--- src/rtl/if_fetch_unit.sv ---
// Instruction-fetch stage: owns the PC, drives the imem ready/ack port and feeds IF/ID.
// Optional performance counters are enabled with `define IF_PERF_CNT_EN.
module if_fetch_unit #(
    parameter logic [31:0] RESET_PC = 32'h0000_0000
) (
    input  logic        clk,
    input  logic        rst_n,
    input  logic        stall,
    input  logic        redirect,
    input  logic [31:0] redirect_pc,
    output logic        imem_req,
    output logic [31:0] imem_addr,
    input  logic        imem_ack,
    input  logic [31:0] imem_rdata,
    output logic [31:0] instruction,
    output logic [31:0] pc_4,
    output logic        if_valid,
    output logic        if_clear,
    output logic [31:0] pc
`ifdef IF_PERF_CNT_EN
    ,
    output logic [31:0] fetch_cnt,
    output logic [31:0] flush_cnt
`endif
);

    typedef enum logic [1:0] {StIdle, StFetch, StHold, StDrain} state_e;

    state_e      state_q, state_d;
    logic [31:0] pc_q, pc_d;
    logic [31:0] addr_q, addr_d;
    logic [31:0] buf_inst_q, buf_inst_d;
    logic [31:0] buf_pc4_q, buf_pc4_d;

    logic [31:0] redirect_tgt;
    logic [31:0] pc_plus4;
    logic        unused_rpc_lo;

    assign redirect_tgt  = {redirect_pc[31:2], 2'b00};
    assign pc_plus4      = pc_q + 32'd4;
    assign unused_rpc_lo = ^redirect_pc[1:0];
    assign pc            = pc_q;

    always_ff @(posedge clk or negedge rst_n) begin
        if (!rst_n) begin
            state_q    <= StIdle;
            pc_q       <= RESET_PC;
            addr_q     <= 32'd0;
            buf_inst_q <= 32'd0;
            buf_pc4_q  <= 32'd0;
        end else begin
            state_q    <= state_d;
            pc_q       <= pc_d;
            addr_q     <= addr_d;
            buf_inst_q <= buf_inst_d;
            buf_pc4_q  <= buf_pc4_d;
        end
    end

    always_comb begin
        state_d     = state_q;
        pc_d        = pc_q;
        addr_d      = addr_q;
        buf_inst_d  = buf_inst_q;
        buf_pc4_d   = buf_pc4_q;
        imem_req    = 1'b0;
        imem_addr   = 32'd0;
        instruction = 32'd0;
        pc_4        = 32'd0;
        if_valid    = 1'b0;
        if_clear    = 1'b0;

        case (state_q)
            StIdle: begin
                state_d = StFetch;
            end
            StFetch: begin
                imem_req  = 1'b1;
                imem_addr = pc_q;
                addr_d    = pc_q;
                if_clear  = redirect;
                if (imem_ack) begin
                    instruction = imem_rdata;
                    pc_4        = pc_plus4;
                end
                // Redirect wins over stall; an unacked request must be drained first.
                if (redirect) begin
                    pc_d = redirect_tgt;
                    if (!imem_ack) state_d = StDrain;
                end else if (imem_ack) begin
                    pc_d = pc_plus4;
                    if (stall) begin
                        buf_inst_d = imem_rdata;
                        buf_pc4_d  = pc_plus4;
                        state_d    = StHold;
                    end else begin
                        if_valid = 1'b1;
                    end
                end
            end
            StHold: begin
                instruction = buf_inst_q;
                pc_4        = buf_pc4_q;
                if_clear    = redirect;
                if (redirect) begin
                    pc_d    = redirect_tgt;
                    state_d = StFetch;
                end else if (!stall) begin
                    if_valid = 1'b1;
                    state_d  = StFetch;
                end
            end
            StDrain: begin
                imem_req  = 1'b1;
                imem_addr = addr_q;
                if_clear  = redirect;
                if (redirect) pc_d = redirect_tgt;
                if (imem_ack) state_d = StFetch;
            end
            default: begin
                state_d = StIdle;
            end
        endcase
    end

`ifdef IF_PERF_CNT_EN
    always_ff @(posedge clk or negedge rst_n) begin
        if (!rst_n) begin
            fetch_cnt <= 32'd0;
            flush_cnt <= 32'd0;
        end else begin
            if (if_valid) fetch_cnt <= fetch_cnt + 32'd1;
            if (if_clear) flush_cnt <= flush_cnt + 32'd1;
        end
    end
`endif

endmodule

--- config.mk ---
export PLATFORM = sky130hd
export DESIGN_NAME = if_fetch_unit
export DESIGN_NICKNAME = d
export VERILOG_FILES = /design/src/rtl/if_fetch_unit.sv
export SDC_FILE = /design/constraint.sdc
export NUM_CORES = 1
export LEC_CHECK = 0
export ABC_CLOCK_PERIOD_IN_PS = 4780
export CAP_MARGIN = 5
export CORE_MARGIN = 10
export CORE_UTILIZATION = 50
export DETAILED_ROUTE_END_ITERATION = 8
export GPL_TIMING_DRIVEN = 0
export PLACE_DENSITY = 0.84
export SYNTH_ARGS = -nofsm -noshare
export SYNTH_HDL_FRONTEND = slang
export SYNTH_SLANG_ARGS = --single-unit
--- constraint.sdc ---
create_clock -name clk -period 4.78 [get_ports clk]
set_input_delay 1.195 -clock clk [delete_from_list [all_inputs] [get_ports clk]]
set_output_delay 1.195 -clock clk [all_outputs]
set_load 0.03 [all_outputs]
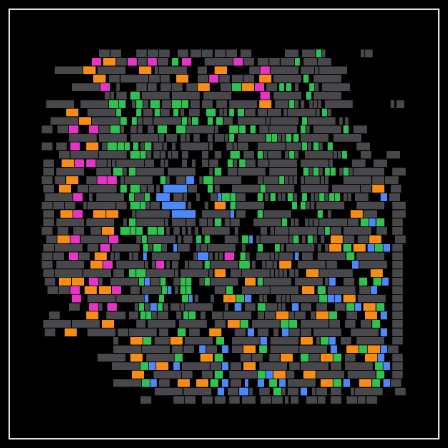
Run 1: gate-type map
- mux cells: orange (cells 71; most used mux2_2; where widely spread)
- aoi and oai cells: green (cells 175; most used o21ai_0)
- nor cells: blue (cells 57; most used nor2b_1)
- non-inverting ao/oa cells: magenta (cells 32; most used a22o_1)

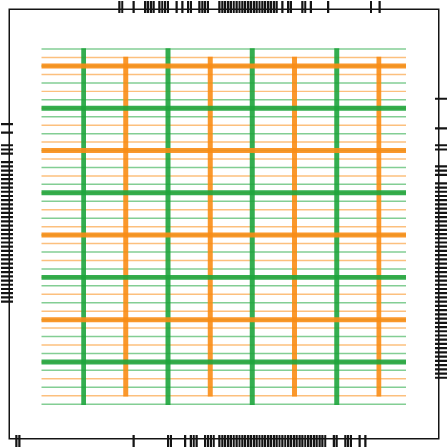
Run 1: PDN straps and rails
Pins as bars on the die edge.
- VSS: green
- VDD: orange
- rows: 42
- signal pins: 200

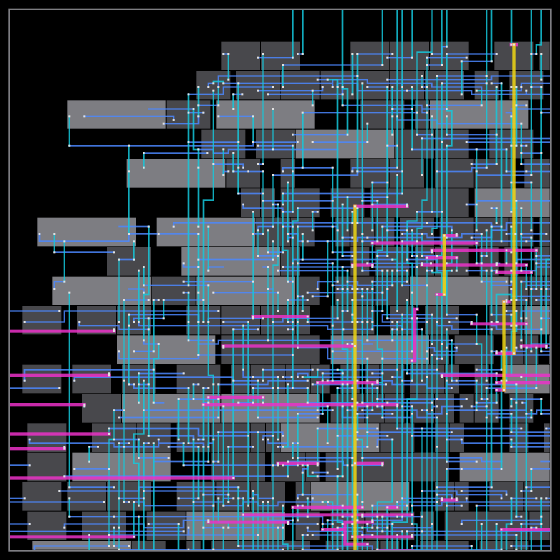
Run 1: layout detail
Region (9, 78) to (59, 128) µm. Cells in gray, sequential cells in the stronger gray; small squares are vias.
- metal 2: cyan
- metal 4: yellow
- metal 3: magenta
- metal 1: blue
- netlist names of flops here include: `addr_q` (11), `pc` (10)
- sequential cells in the window: 21
- cells with their middle in the window: 158
- most frequent: clkdlybuf4s50_1 (30), dfrtp_1 (21), nand2_1 (14)

==> changes_impl.md, run 1 <==
### Changed

- Status: complete, no violations
- Tmin final: 4.68 ns
- Reg2reg path depth: 8
- Sw Share: ~45%
- Critical path class: input port to primary output
- Final setup fails: 0
- Antenna diodes: 0
- Fill cells: 962
- Top Layout Cells: 168 x clkdlybuf4s50_1, 124 x dfrtp_1, 90 x nand2_1
- Routed via count: ~6600
- R2R Path End: pc[15]$_DFFE_PN0P_
- Core Area: 0.0134 mm²
- Post-synth EDFFs: 0
- Max_slew headroom: 51.9%
- Sequential fraction of design power: between 20% and 30%
- Drt via density: 5.98
- Placed Instances: roughly 1100
- Hold slack: 0.481 ns
- Most used cell along the critical path: clkdlybuf4s50_1
- Critical Path Start Type: input port
- Hold endpoint: buf_pc4_q[18]$_DFFE_PN0P_
- Share of layout cells above drive strength 1: between 10% and 20%
- Worst EP required: between 3 and 4 ns
- Violation tally from detailed-route iteration zero: roughly 810
- Post-Layout Cell Count: approximately 1100
- PwrDens: 827 mW/mm²
- Final Max Slew Viols: 0
- Gp weighted congestion: between 0.9 and 1
- Fp util: between 50% and 60%
- DR WL/cell: between 20 and 25 µm
- Die Span Y: around 140 µm
- Worst Tran Pin Value: slightly above 0.7 ns
- Synth Cell Area: between 0.006 and 0.007 mm²
- Synth warn: 0
- Area Overhead vs Synth: 40.9%
- Reg2Reg Setup Slack: about 2.0 ns
- Clk ins delay skew pair: around 0.42 ns
- Total GRT Usage: roughly 24%
- Multi-input gate area: approximately 0.0035 mm²
- CP max stage cell: clkdlybuf4s50_1
- Max Cap Viol: 0
- Post-synth seq share: 44.8%
- Antenna violations before repair: 0
- Worst-path clk slew: around 0.06 ns
- P_leak: between 4 and 5 nW
- Gr ovfl total: 0
- Worst Skew: 0.00502 ns
- Cell Int Power: between 4 and 5 mW
- Placed Area: between 0.009 and 0.01 mm²
- Total negative slack: 0 ns
- P_sw: about 3.7 mW
- Hold_sp: buf_pc4_q[18]$_DFFE_PN0P_
- Port bufs: around 190
- Largest net degree at the start of global routing: 73
- First-pass GRT wire length: 35.7 mm
- Unrepaired setup endpoints after global routing: no
- Clk network pwr share: 16.0%
- YS chip area: 0.00693 mm²
- CTS Hold Buffers Added: 0
- CP endpoint kind: primary output
- Drt total wl: 23.7 mm
- Inserted Clock Buffers: 17
- Fmax achieved: around 210 MHz
- Root buffer cell: clkbuf_16
- Number of core rows: around 42
- CP Cell Sequence: clkdlybuf4s50_1 -> and2_1 -> clkbuf_1 -> clkbuf_2 -> a22oi_1 -> nor2b_1 -> clkdlybuf4s50_1
- DIE AREA: approximately 0.019 mm²
- Detail Placement HPWL: between 15 and 20 mm
- Syn_area_per_cell: around 10 µm²
- CTS tree: built
- DRC: 0
- Slack of the critical path: between 0.09 and 0.1 ns
- Final instance area: 0.00976 mm²
- Hold Vio Cnt, Final: 0
- Fin nets: slightly below 1000
- Register area: between 0.003 and 0.004 mm²
- Worst-path fanout max: 10
- Die X: around 140 µm
- DRT antenna net count: 0
- Comb pwr share: 59.1%
- Longest Clk Path Bufs: 2
- DP Worst Slack: -0.0622 ns
- Tcrit/Tclk final: between 90 and 100%
- Vias in the first global route: about 6300
- Max VDD drop: 593 µV
- Ports: approximately 200
- Worst path max stage delay: 0.72 ns
- TritonRoute pass-1 iters: 5
- Tool warnings: 31
- CTS sink count: between 100 and 150
- Critical Path AT: 3.49 ns
- Hold Path Stages: 2
- Most used logic cell in the final layout: clkdlybuf4s50_1
- # H-tree levels: 4
run 1: area by class of cell:
type                       instances  share of cell area [%]
buffer                            75                    3.33
clock buffer                      25                    5.18
clock inverter                     7                   0.872
inverter                           5                   0.192
multi-input combinational        506                    36.1
sequential                       124                    31.8
tap                              176                    2.26
timing repair buffer             191                    20.3
run 1: critical path: cells and delay by family:
| family | cells | cell delay [ns] |
|---|---|---|
| AND-OR/OR-AND | 1 | 0.13 |
| buffers and inverters | 4 | 1.84 |
| AND/OR/NAND/NOR | 2 | 0.32 |
run 1: cells by family (layout without fill, tap and decap cells):
family / Yosys count / after routing / synth area share, %
adders and majority gates: 5 / 5 / 0.903
and+or+nand+nor: 189 / 189 / 14.6
DFF: 124 / 124 / 44.8
muxes: 71 / 71 / 11.5
buffers and inverters: 80 / 303 / 4.90
xor gates and xnor gates: 28 / 28 / 3.54
other: 1 / 6 / 0.0541
AOI/OAI and AO/OA: 207 / 207 / 19.7
run 1: how the worst max path moves through the flow:
stage / startpoint / end / cells after the start
after floorplan: imem_ack / if_valid / 5
after global placement: rst_n / addr_q[10]$_DFFE_PN0P_ / 1
after detailed placement: imem_ack / if_valid / 7
after CTS: imem_ack / pc_4[15] / 7
after global routing: imem_ack / pc_4[5] / 7
final: imem_ack / pc_4[5] / 7
run 1: power groups by stage:
| stage | sequential [mW] | clock, mW | combinational, mW |
|---|---|---|---|
| floorplan | 2.14 | 0 | 2.79 |
| global placement | 1.97 | 0 | 4.65 |
| detailed placement | 2.00 | 0 | 4.72 |
| CTS | 1.99 | 1.30 | 4.77 |
| global route | 2.06 | 1.35 | 5.06 |
| finish | 2.00 | 1.29 | 4.77 |
run 1: stage by stage:
step,power (mW),utilization [%]
finish,8.07,72.8
global route,8.46,72.8
CTS,8.05,72.3
detailed placement,6.71,67.9
global placement,6.61,67.7
floorplan,4.93,-
run 1: what timing repair did:
item	4_1_cts	5_1_grt
hold endpoints to repair	0	0
setup endpoints to repair	4	50
setup buffers	0	0
gates resized	1	29
run 1: synth_stat cells, types with 5 or more instances:
cell type  instances  share of area, %
dfrtp_1          124                45
nand2_1           90               4.9
mux2_2            68                11
o21ai_0           54               3.9
clkbuf_1          52               2.8
a22oi_1           39               4.2
nor2b_1           39               3.5
a21oi_1           32               2.3
a22o_1            30               3.8
xor2_1            23               2.9
o22ai_1           22               2.0
a2bb2oi_1         20               2.5
buf_2             10              0.72
nand3_1           10              0.72
nor2_1            10              0.54
nand4_1            7              0.63
buf_4              6              0.65
and2_1             5              0.45
ha_1               5              0.90
inv_1              5              0.27
xnor2_1            5              0.63
run 1: per-layer routing:
metal | routed length (µm) | vias up | share of wire [%] | track usage (%)
met2 | 11300 | 348 | 48 | 38.4
met5 | 0 | - | 0 | 0
met3 | 2020 | 44 | 8.5 | 6.19
li1 | - | 2953 | - | -
met1 | 9820 | 3285 | 42 | 31.4
met4 | 473 | 0 | 2.0 | 7.59
run 1: registers in the layout (all words and copies together) (netlist names):
register    count
buf_inst_q     32
addr_q         30
buf_pc4_q      30
pc             30
state_q         2
==> run 2: changes to the inputs <==
--- a/config.mk
+++ b/config.mk
@@ -7,11 +7,11 @@
 export LEC_CHECK = 0
 export ABC_CLOCK_PERIOD_IN_PS = 4780
 export CAP_MARGIN = 5
-export CORE_MARGIN = 10
 export CORE_UTILIZATION = 50
+export CTS_CLUSTER_SIZE = 30
 export DETAILED_ROUTE_END_ITERATION = 8
 export GPL_TIMING_DRIVEN = 0
-export PLACE_DENSITY = 0.84
+export PLACE_DENSITY = 0.9
 export SYNTH_ARGS = -nofsm -noshare
 export SYNTH_HDL_FRONTEND = slang
 export SYNTH_SLANG_ARGS = --single-unit
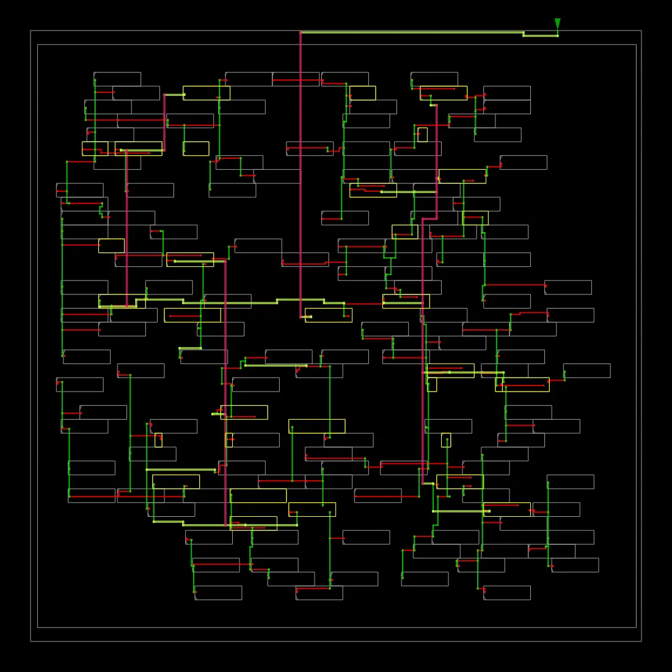
Run 2: the clock network
P_clk: 1.36 mW
clk ins delay skew pair: 0.43 ns
CTS sink count: 124

==> run 2 against run 1 <==
Sequential share of layout area about the same. Core utilization about the same. Via count up 0.50%. Final cell count unchanged. Critical path depth unchanged. Global-route usage up 6.7 points. Die size down 24%. Largest power group unchanged.
==> changes_impl.md, run 2 <==
### Changed

- Violation tally from detailed-route iteration zero: roughly 620
- Placed Instances: 1077
- Syn_area_per_cell: between 9 and 10 µm²
- Post-synthesis cell count from yosys: 705
- Max VDD drop: roughly 670 µV
- Post-synth seq share: between 40 and 50%
- Hold Vio Cnt, Final: 0
- Ports: 200
- Post-synthesis cell count: 705
- Fmax achieved: between 200 and 250 MHz
- Largest net degree at the start of global routing: 77
- Final setup fails: 0
- Die X: ~120 µm
- Antenna violations before repair: 0
- Drt via density: about 6.0
- Final instance area: roughly 0.0098 mm²
- DIE AREA: roughly 0.014 mm²
- Worst Skew: 0.0109 ns
- Hold slack: about 0.48 ns
- Fp util: roughly half
- CTS tree: built
- Post-synth regs: between 100 and 150
- Worst Hold Class: flop to flop
- Yosys cell types: approximately 50
- Ys async rst share: 100%
- # H-tree levels: 4
- Worst EP required: 3.59 ns
- Critical Path AT: 3.49 ns
- DRT antenna net count: 0
- Final Max Slew Viols: 0
- P_leak: between 3 and 4 nW
- Inserted Clock Buffers: 17
- Vias in the first global route: approximately 6400
- Detail Placement HPWL: about 15 mm
- Top cells by area: dfrtp_1 45%, mux2_2 11%, nand2_1 4.9%, a22oi_1 4.2%, o21ai_0 3.9%
- Worst-path fanout max: 10
- Total Power: 8.13 mW
- Longest Clk Path Bufs: 2
- Slack of the critical path: roughly 0.09 ns
- Die Span Y: approximately 120 µm
- Placed Area: a little over 0.009 mm²
- Number of core rows: 42
- Register area: between 0.003 and 0.004 mm²
- Fill cells: approximately 930
- Root buffer cell: clkbuf_16
- Most used logic cell in the final layout: clkdlybuf4s50_1
- Synth warn: 0
- Core Area: between 0.01 and 0.015 mm²
- Top cells by count: 124 x dfrtp_1, 90 x nand2_1, 68 x mux2_2
- Unrepaired setup endpoints after global routing: no
- Max Cap Viol: 0
- Post-synth EDFFs: 0
- Largest register FFs: 32
- Multi-input gate area: around 0.0035 mm²
- Gr ovfl total: 0
- Share of layout cells above drive strength 1: between 10% and 20%
- DRC: 0
- DP Worst Slack: around 0.0025 ns
- CP endpoint kind: primary output
- Worst-path clk slew: approximately 0.05 ns
- Critical Path Start Type: input port
- Tmin final: ~4.7 ns
- Routed via count: approximately 6700
- Drt total wl: between 20 and 25 mm
- Tool warnings: 31
- Post-Layout Cell Count: about 1100
- Gp weighted congestion: ~0.89
- YS chip area: about 0.0069 mm²
- Synth Cell Area: around 0.0069 mm²
- Synth Flop Type: dfrtp_1
- Reg with most FFs: buf_inst_q
- DR WL/cell: a little under 20 µm
- Total GRT Usage: slightly above 30%
- Top Layout Cells: 183 x clkdlybuf4s50_1, 123 x dfrtp_1, 90 x nand2_1
- Port bufs: roughly 190
- Worst Tran Pin Value: ~0.69 ns
- First-pass GRT wire length: 33.9 mm
- Tcrit/Tclk final: a little over nine tenths
- Area Overhead vs Synth: 40.9%
- PwrDens: between 800 and 900 mW/mm²
- Fin nets: 994
- Status: complete, no violations
- Post-synth top area cell: dfrtp_1
- TritonRoute pass-1 iters: 5
- Max_slew headroom: ~54%
- Most frequent cell after synthesis: dfrtp_1
- Critical path class: input port to primary output
- Top cell area share: ~45%
- Antenna diodes: 0
- Setup Fix Bufs, Post-CTS: 0
-- run 2: worst paths after layout --
path | start | to | slack (ns) | cells past startpoint
worst max-delay path | imem_ack | pc_4[3] | 0.09 | 7
worst min-delay path | buf_pc4_q[17]$_DFFE_PN0P_ | buf_pc4_q[17]$_DFFE_PN0P_ | 0.48 | 2
worst max register to register | state_q[0]$_DFFE_PN0P_ | pc[8]$_DFFE_PN0P_ | 2.05 | 8
worst min register to register | buf_pc4_q[17]$_DFFE_PN0P_ | buf_pc4_q[17]$_DFFE_PN0P_ | 0.48 | 2
max in group asynchronous | rst_n | pc[2]$_DFFE_PN0P_ | 3.33 | 2
min in group asynchronous | rst_n | buf_pc4_q[21]$_DFFE_PN0P_ | 0.71 | 1
-- run 2: cell type report --
| cell class | instances | share of cell area (%) |
|---|---|---|
| clock buffers | 26 | 5.32 |
| flip-flops and latches | 124 | 31.8 |
| multi-input cells | 506 | 36.1 |
| repair buffers | 191 | 19.9 |
| inverters | 5 | 0.192 |
| plain buffers | 75 | 3.32 |
| well taps | 176 | 2.26 |
| clock inverters | 6 | 1.08 |
-- run 2: cell families (layout without fill, tap and decap cells) --
logic type                 Yosys count  after routing  synth area share, %
xor gates and xnor gates            28             28                 3.54
AOI/OAI and AO/OA                  207            207                 19.7
other                                1              6               0.0541
muxes                               71             71                 11.5
and+or+nand+nor                    189            189                 14.6
DFF                                124            124                 44.8
buffers and inverters               80            303                 4.90
adders and majority gates            5              5                0.903
-- run 2: metrics by stage --
stage / TNS (ns) / util [%]
3_3_place_gp: -305.77 / 67.7
2_1_floorplan: 0 / -
4_1_cts: 0 / 72.6
6_report: 0 / 72.8
3_5_place_dp: 0 / 67.9
5_1_grt: 0 / 72.8
-- run 2: critical path, stage by stage --
cell and delay [ns]:
clkdlybuf4s50_1 0.51, and2_1 0.13, clkbuf_1 0.22, clkbuf_1 0.44, a22oi_1 0.15, nor2b_1 0.13
clkdlybuf4s50_1 0.71
-- run 2: layer usage --
layer,up-vias,GRT usage [%],wire [µm]
met5,-,0,0
met4,0,14.8,867
met3,68,6.65,1730
met2,361,49.6,10400
met1,3269,39.5,8870
li1,2965,-,-
-- run 2: power breakdown --
group          internal, mW  switching, mW  total, mW
Clock                 0.900          0.458       1.36
Sequential             1.58          0.439       2.02
Combinational          2.01           2.74       4.75
-- run 2: what timing repair did --
action                                  4_1_cts  5_1_grt
resized                                       2       12
hold buffers                                  0        0
gates cloned                                  0        0
endpoints found under the setup margin        3       14
Power figures rest on the tool's default switching activity, not on a simulated workload.
